<file path="src/rtl/mod3_frame_acc_pkg.sv">
// Shared definitions for the mod-3 frame accumulator.
//   state_t       : frame FSM states (IDLE = no frame open, ACCUM = frame open)
//   MOD3          : modulus, 3-bit so it compares directly against a 2+2 bit sum
//   ILLEGAL_CODE  : the only non-residue 2-bit code; treated as 0 and flagged
//   DEFAULT_CNT_W : default width of the per-frame word counter
package mod3_frame_acc_pkg;

  typedef enum logic {
    IDLE  = 1'b0,
    ACCUM = 1'b1
  } state_t;

  localparam logic [2:0] MOD3          = 3'd3;
  localparam logic [1:0] ILLEGAL_CODE  = 2'b11;
  localparam int         DEFAULT_CNT_W = 16;

endpackage

</file>
<file path="src/rtl/mod3_frame_acc_add.sv">
// mod3_add: combinational (a + b) mod 3 for residues in 0..2.
//   a, b : input  [1:0] residues (0..2)
//   y    : output [1:0] (a + b) mod 3
// The largest legal sum is 4, so one conditional subtract of 3 is enough.
module mod3_add
  import mod3_frame_acc_pkg::*;
(
  input  logic [1:0] a,
  input  logic [1:0] b,
  output logic [1:0] y
);

  logic [2:0] sum;
  logic [2:0] red;

  always_comb begin
    sum = {1'b0, a} + {1'b0, b};
    red = (sum >= MOD3) ? (sum - MOD3) : sum;
    y   = red[1:0];
  end

endmodule

</file>
<file path="src/rtl/mod3_frame_acc.sv">
// mod3_frame_acc: residue mod 3 of a multi-word big integer delivered as a
// stream of per-word remainders. Since 2^32 mod 3 = 1, the frame residue is
// the sum of the word remainders mod 3.
//
// Ports:
//   clk, rst_n            : clock, asynchronous active-low reset
//   in_valid / in_ready   : input handshake (in_ready = !out_valid || out_ready)
//   in_r [1:0]            : word remainder (3 is illegal: counted as 0, flagged)
//   in_last               : final word of the frame
//   out_valid / out_ready : result handshake; result held until taken
//   out_res [1:0]         : frame residue mod 3
//   out_cnt [CNT_W-1:0]   : words in frame, saturating
//   out_sat               : word count saturated during the frame
//   out_err               : an illegal in_r was seen during the frame
// Optional (macro MOD3_FRAME_CHK_EN):
//   exp_res [1:0]         : expected residue, sampled with the accepted last word
//   out_mismatch          : registered exp_res != computed residue
module mod3_frame_acc
  import mod3_frame_acc_pkg::*;
#(
  parameter int CNT_W = DEFAULT_CNT_W
) (
  input  logic             clk,
  input  logic             rst_n,
  input  logic             in_valid,
  output logic             in_ready,
  input  logic [1:0]       in_r,
  input  logic             in_last,
`ifdef MOD3_FRAME_CHK_EN
  input  logic [1:0]       exp_res,
  output logic             out_mismatch,
`endif
  output logic             out_valid,
  input  logic             out_ready,
  output logic [1:0]       out_res,
  output logic [CNT_W-1:0] out_cnt,
  output logic             out_sat,
  output logic             out_err
);

  localparam logic [CNT_W-1:0] CNT_MAX = '1;
  localparam logic [CNT_W-1:0] CNT_ONE = {{(CNT_W-1){1'b0}}, 1'b1};

  // Frame state
  state_t           state_reg, state_next;
  logic [1:0]       acc_reg, acc_next;
  logic [CNT_W-1:0] cnt_reg, cnt_next;
  logic             sat_reg, sat_next;
  logic             err_reg, err_next;

  // Output holding register
  logic             out_valid_reg, out_valid_next;
  logic [1:0]       out_res_reg, out_res_next;
  logic [CNT_W-1:0] out_cnt_reg, out_cnt_next;
  logic             out_sat_reg, out_sat_next;
  logic             out_err_reg, out_err_next;

  // Per-word datapath
  logic             accept;
  logic             first;
  logic             illegal;
  logic [1:0]       in_clean;
  logic [1:0]       acc_base;
  logic [1:0]       acc_sum;
  logic [CNT_W-1:0] cnt_base;
  logic [CNT_W-1:0] cnt_inc;
  logic             cnt_at_max;
  logic             sat_upd;
  logic             err_upd;

  assign in_ready = !out_valid_reg || out_ready;
  assign accept   = in_valid && in_ready;

  // A word arriving in IDLE opens a frame, so it starts from a zero base;
  // this also makes a stale acc/count impossible to leak into a new frame.
  assign first    = (state_reg == IDLE);
  assign illegal  = (in_r == ILLEGAL_CODE);
  assign in_clean = illegal ? 2'd0 : in_r;
  assign acc_base = first ? 2'd0 : acc_reg;
  assign cnt_base = first ? '0 : cnt_reg;

  mod3_add u_add (
    .a (acc_base),
    .b (in_clean),
    .y (acc_sum)
  );

  // Saturation is flagged when a word arrives with the count already pinned,
  // i.e. the true word count exceeds what out_cnt can represent.
  assign cnt_at_max = (cnt_base == CNT_MAX);
  assign cnt_inc    = cnt_at_max ? cnt_base : (cnt_base + CNT_ONE);
  assign sat_upd    = (first ? 1'b0 : sat_reg) | cnt_at_max;
  assign err_upd    = (first ? 1'b0 : err_reg) | illegal;

  always_comb begin
    state_next     = state_reg;
    acc_next       = acc_reg;
    cnt_next       = cnt_reg;
    sat_next       = sat_reg;
    err_next       = err_reg;
    out_valid_next = out_valid_reg;
    out_res_next   = out_res_reg;
    out_cnt_next   = out_cnt_reg;
    out_sat_next   = out_sat_reg;
    out_err_next   = out_err_reg;

    // Consumer took the result; a simultaneous last word below overrides this
    // so the output register reloads without a bubble.
    if (out_ready) begin
      out_valid_next = 1'b0;
    end

    if (accept) begin
      if (in_last) begin
        state_next     = IDLE;
        acc_next       = 2'd0;
        cnt_next       = '0;
        sat_next       = 1'b0;
        err_next       = 1'b0;
        out_valid_next = 1'b1;
        out_res_next   = acc_sum;
        out_cnt_next   = cnt_inc;
        out_sat_next   = sat_upd;
        out_err_next   = err_upd;
      end else begin
        state_next = ACCUM;
        acc_next   = acc_sum;
        cnt_next   = cnt_inc;
        sat_next   = sat_upd;
        err_next   = err_upd;
      end
    end
  end

  always_ff @(posedge clk or negedge rst_n) begin
    if (!rst_n) begin
      state_reg     <= IDLE;
      acc_reg       <= 2'd0;
      cnt_reg       <= '0;
      sat_reg       <= 1'b0;
      err_reg       <= 1'b0;
      out_valid_reg <= 1'b0;
      out_res_reg   <= 2'd0;
      out_cnt_reg   <= '0;
      out_sat_reg   <= 1'b0;
      out_err_reg   <= 1'b0;
    end else begin
      state_reg     <= state_next;
      acc_reg       <= acc_next;
      cnt_reg       <= cnt_next;
      sat_reg       <= sat_next;
      err_reg       <= err_next;
      out_valid_reg <= out_valid_next;
      out_res_reg   <= out_res_next;
      out_cnt_reg   <= out_cnt_next;
      out_sat_reg   <= out_sat_next;
      out_err_reg   <= out_err_next;
    end
  end

  assign out_valid = out_valid_reg;
  assign out_res   = out_res_reg;
  assign out_cnt   = out_cnt_reg;
  assign out_sat   = out_sat_reg;
  assign out_err   = out_err_reg;

`ifdef MOD3_FRAME_CHK_EN
  // Compare result is loaded in the same cycle as out_res, so it always
  // describes the frame currently held at the output.
  logic mismatch_reg;

  always_ff @(posedge clk or negedge rst_n) begin
    if (!rst_n) begin
      mismatch_reg <= 1'b0;
    end else if (accept && in_last) begin
      mismatch_reg <= (exp_res != acc_sum);
    end
  end

  assign out_mismatch = mismatch_reg;
`endif

endmodule

</file>
<file path="config.mk">
export PLATFORM = sky130hd
export DESIGN_NAME = mod3_frame_acc
export DESIGN_NICKNAME = d
export VERILOG_FILES = /design/src/rtl/mod3_frame_acc_pkg.sv /design/src/rtl/mod3_frame_acc_add.sv /design/src/rtl/mod3_frame_acc.sv
export SDC_FILE = /design/constraint.sdc
export NUM_CORES = 1
export LEC_CHECK = 0
export CAP_MARGIN = 40
export CORE_UTILIZATION = 55
export CTS_BUF_LIST = sky130_fd_sc_hd__clkbuf_2
export DETAILED_ROUTE_END_ITERATION = 12
export GPL_TIMING_DRIVEN = 0
export PLACE_DENSITY = 0.79
export SYNTH_ARGS = -nofsm -noshare
export SYNTH_HDL_FRONTEND = slang
export SYNTH_SLANG_ARGS = --single-unit
</file>
<file path="constraint.sdc">
create_clock -name clk -period 3.2 [get_ports clk]
set_clock_uncertainty 0.1 [all_clocks]
set_input_delay 0.8 -clock clk [delete_from_list [all_inputs] [get_ports clk]]
set_output_delay 0.8 -clock clk [all_outputs]
set_load 0.02 [all_outputs]
</file>
run_1/floorplan.png
(6 px per um) Pins as bars on the die edge.
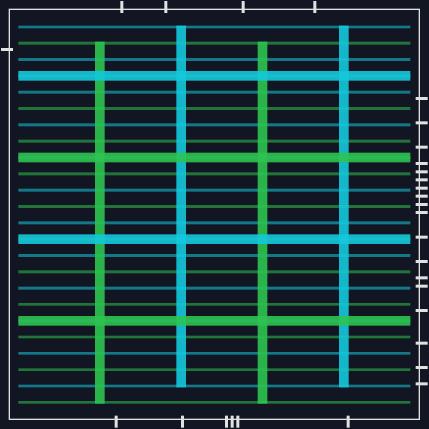
Key: VSS = green; VDD = cyan
29 signal pins sit on the boundary. 4 straps on met5. 4 straps on met4.

run_1/class_map.png
(4 px per um) Fill, decap, tap and diode cells in gray.
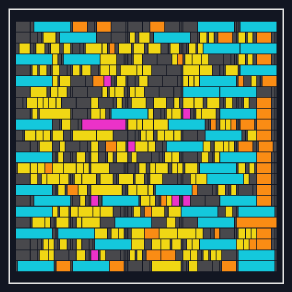
Key: registers = cyan [cells 42]; remaining buffers and delay cells = orange [cells 42]; remaining logic cells = yellow [cells 212]; clock drivers and dummy loads = magenta [cells 8]

==> impl_metrics.csv, run 1 <==
group,metric,value,unit
synth,synthArstFlopShare,100.0,%
timing,hold_slack,0.2078,ns
layout,clock_cell_area_share,2.291,%
global_route,grt_use_met1,44.32,%
routing,m1WireLength,2925,um
critical_path,reg2reg_to,"cnt_reg[2]",
global_route,grt_max_degree,26,
layout,buf_share,12.86,%
floorplanning,die-area,4638,sq um
pwr,p_total,1.110,mW
timing,max_slew.worst_pin.slew,0.6358,ns
synth,yosysChipArea,2404,sq um
critical_path,path_delay_family,"simple AND/OR/NAND/NOR gates",
critical_path,crit_fanout,19,
synth,syn-num-nets,278,
layout,nMultiInputCombCells,205,
layout,logic_area,1270,sq um
critical_path,ff2ff_path_depth,9,
layout,finalNonFillerCells,354,
layout,nFillCells,351,
layout,nNonClkInverters,7,
timing,setup_viol,0,
clock_network,cts-htree-levels,2,
synth,yosys.area_share.aoi,19.26,%
synth,ys_cells,267,
critical_path,crit_path_start_kind,"flop",
job,maxCapViolations,0,
layout,sh_seq_area,37.00,%
layout,areaGrowthSynthToFinish,18.17,%
critical_path,endpoint_kind,"flop",
hold_path,hold_path_class,"in2async",
synth,synth-edff-count,0,
routing,route.met2.wl,2799,um
placement,place_ws,0.02916,ns
critical_path,reg2reg_from,"state_reg",
routing,drtPass1Iterations,5,
synth,yosysTopAreaCell,"dfrtp_1",
synth,avgSynthCellArea,9.002,sq um
timing,fin_crit_sh,93.75,%
floorplanning,die_h,68.11,um
clock_network,cts_made_buffers,5,
placement,io_buffers,28,
routing,top_layer,"met4",
synth,simple_gate_share,26.08,%
layout,dominant-cell-class,"logic gates",
pwr,p_per_area,390.8,nW/um^2
routing,drt_wl_total,6286,um
synth,ys_ff,42,
critical_path,crit_type,"reg2reg",
routing,routed-wl-met3,484,um
clock_network,hold_buffers,0,
global_route,first_global_vias,1933,
pwr,vdd_drop_max,315.0,uV
layout,clock_buffers,7,
synth,ys_sh_adder,2.395,%
run_status,status,"finished, final reports clean",
routing,num_vias,2190,
layout,fin_util,69.50,%
clock_network,clk_pin_slew,0.20,ns
floorplanning,die_w,68.11,um
layout,sequential_cell_total,42,
global_route,grt_pass1_wl,9894,um
synth,syn_area,2404,sq um
synth,synth.comb.largest_family,"simple AND/OR/NAND/NOR gates",
synth,synth_seq_share,43.73,%
routing,antenna_left,0,
routing,wire_per_inst,17.76,um
floorplanning,rows,23,
layout,design_area,2840,sq um
critical_path,regToRegSetupSlack,0.20,ns
timing,hold_violations,0,
routing,drc,0,
floorplanning,fp-utilization,58.82,%
placement,dpl-instance-area,2769,sq um
timing,layout_setup_ws,0.1999,ns
global_route,grt_antenna_before_repair,0,
floorplanning,io_pins,29,
timing,fmax,333.3,MHz
run_1/clock_wires.png
(8 px per um)
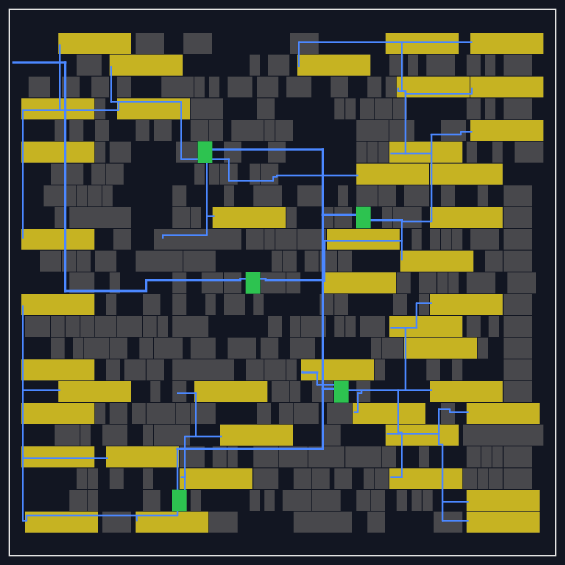
Key: clock-net drivers = green [count 5]; flip-flops = yellow [count 42]; clock wires = blue [length 518 um]
Position of the flops: all over the die. There are 6 routed clock nets.

## run 1: layout by cell type (no fill, tap or decap), types with 2 or more instances in the layout
cell / count
nand3_1: 6
inv_1: 7
and2_1: 8
o21ai_0: 16
xor2_1: 2
nor3b_1: 2
o21ai_1: 7
a22o_1: 3
nor4_1: 4
nor2_1: 16
ha_1: 3
xnor2_1: 7
a21oi_1: 13
a311oi_1: 2
a31oi_1: 5
clkbuf_1: 7
o31ai_1: 5
buf_4: 2
mux2_2: 2
clkdlybuf4s50_1: 27
and3_1: 2
or4_1: 2
clkbuf_2: 7
a211o_1: 2
buf_2: 3
nand4_1: 6
nor2b_1: 3
dfrtp_1: 42
nor3_1: 6
a211oi_1: 3
nand2_1: 48
or3_1: 3
nand4_4: 2
## run 1: power by group
part           internal (mW)  switching [mW]  leakage, nW
logic                 0.0853           0.134        0.562
clock network          0.139           0.169       0.0432
registers              0.562          0.0209        0.566
total                  0.786           0.324         1.17
## run 1: timing repair
action | in CTS | in global routing
gates resized | 0 | 1
pin swaps | 0 | 1
buffers inserted | 0 | 1
setup endpoints to repair | 2 | 8
hold endpoints to repair | 0 | 0
## run 1: cell usage after synthesis, types with 2 or more instances
library cell,instances
and2_1,8
or4_1,2
and3_1,2
a31oi_1,5
a311oi_1,2
a22o_1,3
clkbuf_1,8
xnor2_1,7
nor3b_1,2
o31ai_1,5
nor2_1,16
nand3_1,6
a211oi_1,3
inv_1,7
dfrtp_1,42
nor3_1,6
mux2_2,2
o21ai_0,16
nand2_1,48
or3_1,3
xor2_1,2
o21ai_1,7
a211o_1,2
ha_1,3
nor4_1,4
nor2b_1,3
nand4_4,2
nand4_1,6
a21oi_1,13
buf_2,3
==> inputs of run 2 (changes only) <==
- CORE_MARGIN: not set -> 8
run_2/clock_wires.png
(6 px per um)
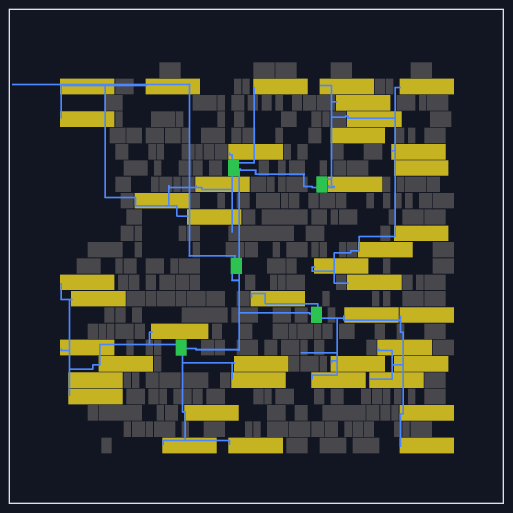
Key: clock wires = blue [length 503 um]; clock-net drivers = green [count 5]; flip-flops = yellow [count 42]
There are 6 routed clock nets. Position of the flops: all over the die.

run_2/layers.png
(4 px per um) Only two layers are drawn.
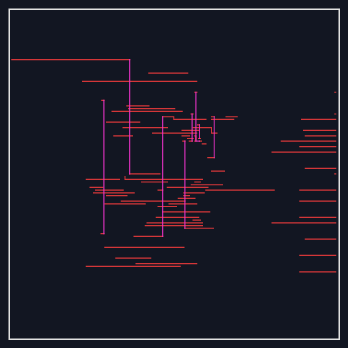
Key: M4 = magenta [wire length 147 um]; M3 = red [wire length 609 um]

==> run 2 against run 1 <==
Die area increased by 45%. Count of clock-buffer cells in the layout decreased by 2. Total power fell by 1.0%. Final area fell by 0.13%.
==> impl_metrics.csv, run 2 <==
group,metric,value,unit
floorplanning,die_w,82.11,um
synth,synthXorXnorAreaFrac,3.280,%
synth,syn-num-nets,278,
routing,antenna_left,0,
timing,fin_crit_sh,94.04,%
synth,most_common_cell,"nand2_1",
placement,io_buffers,28,
timing,max_slew.worst_pin.slew,0.7447,ns
pwr,comb-power,0.218,mW
critical_path,ff2ff_path_depth,11,
clock_network,cts_made_buffers,5,
job,maxCapViolations,0,
timing,fmax,332.3,MHz
routing,wire_per_inst,18.25,um
synth,ys_cells,267,
synth,synthArstFlopShare,100.0,%
clock_network,clk_pin_slew,0.20,ns
synth,yosys.area_share.aoi,19.26,%
timing,finalSetupTns,0,ns
floorplanning,fp-utilization,55.97,%
clock_network,cts_tree,"done",
synth,avgSynthCellArea,9.002,sq um
clock_network,hold_buffers,0,
pwr,power_clock,0.296,mW
timing,hold_violations,0,
floorplanning,die_h,82.11,um
floorplanning,die-area,6741,sq um
synth,yosysTopAreaCell,"dfrtp_1",
pwr,p_switching,0.3260,mW
hold_path,hold_path_class,"in2async",
global_route,grt_antenna_before_repair,0,
layout,final_common_cell,"nand2_1",
synth,synth_seq_share,43.73,%
layout,areaGrowthSynthToFinish,18.01,%
routing,num_vias,2262,
pwr,p_comb_share,19.9,%
pwr,switching_share,29.68,%
routing,drtPass1Iterations,6,
layout,nFillCells,365,
pwr,vdd_drop_max,214.5,uV
critical_path,crit_path_end,"out_res[0]",
routing,drt_wl_total,6498,um
floorplanning,io_pins,29,
placement,place_ws,0.04247,ns
pwr,p_per_area,387.2,nW/um^2
clock_network,cts-htree-levels,2,
critical_path,crit_type,"reg2reg",
critical_path,regToRegSetupSlack,0.19,ns
layout,lay_top_cells,"48 x nand2_1, 41 x dfrtp_1, 27 x clkdlybuf4s50_1",
critical_path,endpoint_kind,"flop",
pwr,p_int,0.7723,mW
pwr,clkPwrFrac,27.0,%
pwr,p_seq_share,53.1,%
synth,syn_area,2404,sq um
timing,layout_setup_ws,0.1906,ns
placement,globalplace.congestion,0.9288,
floorplanning,rows,24,
pwr,seq_power,0.584,mW
critical_path,crit_fanout,10,
global_route,first_global_vias,2010,
synth,yosys-top-cells-count,"48 x nand2_1, 42 x dfrtp_1, 16 x nor2_1, 16 x o21ai_0, 13 x a21oi_1",
synth,ys_sh_adder,2.395,%
global_route,grt_max_degree,28,
synth,synth.comb.largest_family,"simple AND/OR/NAND/NOR gates",
timing,setup_viol,0,
critical_path,reg2reg_from,"state_reg",
routing,drc,0,
critical_path,reg2reg_to,"out_res[0]",
critical_path,path_delay_family,"adder cells",
synth,simple_gate_share,26.08,%
synth,ys_ff,42,
synth,synth-edff-count,0,
run_status,status,"finished, final reports clean",
synth,yosysChipArea,2404,sq um
critical_path,crit_path_start_kind,"flop",
synth,ys_types,59,
global_route,grt_pass1_wl,10480,um
pwr,top_power_group,"sequential cells",
-- run 2: cell type report --
class / instances / area (sq um) / share of cell area, %
clock buffers: 5 / 25.02 / 0.8822
well taps: 52 / 65.06 / 2.294
clock inverters: 2 / 33.78 / 1.191
flip-flops and latches: 42 / 1052 / 37.10
inverters: 7 / 26.28 / 0.9263
multi-input cells: 205 / 1274 / 44.91
repair buffers: 30 / 302.8 / 10.67
plain buffers: 13 / 57.56 / 2.029
-- run 2: what timing repair did --
item | in CTS | in global routing
endpoints found under the setup margin | 2 | 6
setup buffers | 0 | 1
gates cloned | 0 | 0
resized | 1 | 2
pin swaps | 0 | 1
-- run 2: how the worst min path moves through the flow --
stage | start | endpoint | slack [ns] | cells after the start
finish | rst_n | sat_reg | 0.19 | 1
CTS | rst_n | sat_reg | 0.19 | 1
floorplan | acc_reg[1] | acc_reg[1] | 0.34 | 2
global route | rst_n | sat_reg | 0.19 | 1
detailed placement | out_cnt[14] | out_cnt[14] | 0.37 | 2
global placement | acc_reg[1] | acc_reg[1] | 0.36 | 2
-- run 2: per-layer routing --
metal	GRT usage [%]	share of wire, %	vias up
met1	29.11	45	1063
met2	29.68	43	130
met3	3.788	9.4	19
li1	-	-	1050
met5	0	0	-
met4	8.947	2.3	0
-- run 2: per-stage QoR --
stage                     power (mW)  instances  utilization (%)  hold slack [ns]  cell area (sq um)
final                          1.098        356            66.05           0.1947               2836
after global routing           1.146        356            66.05           0.1941               2836
after CTS                      1.099        355            65.76           0.1925               2824
after detailed placement      0.8109        348            64.36           0.3664               2764
after global placement        0.8037        347            64.02           0.3587               2749
after floorplan               0.7090        267                -           0.3424               2404
Power and IR drop assume default switching activity.
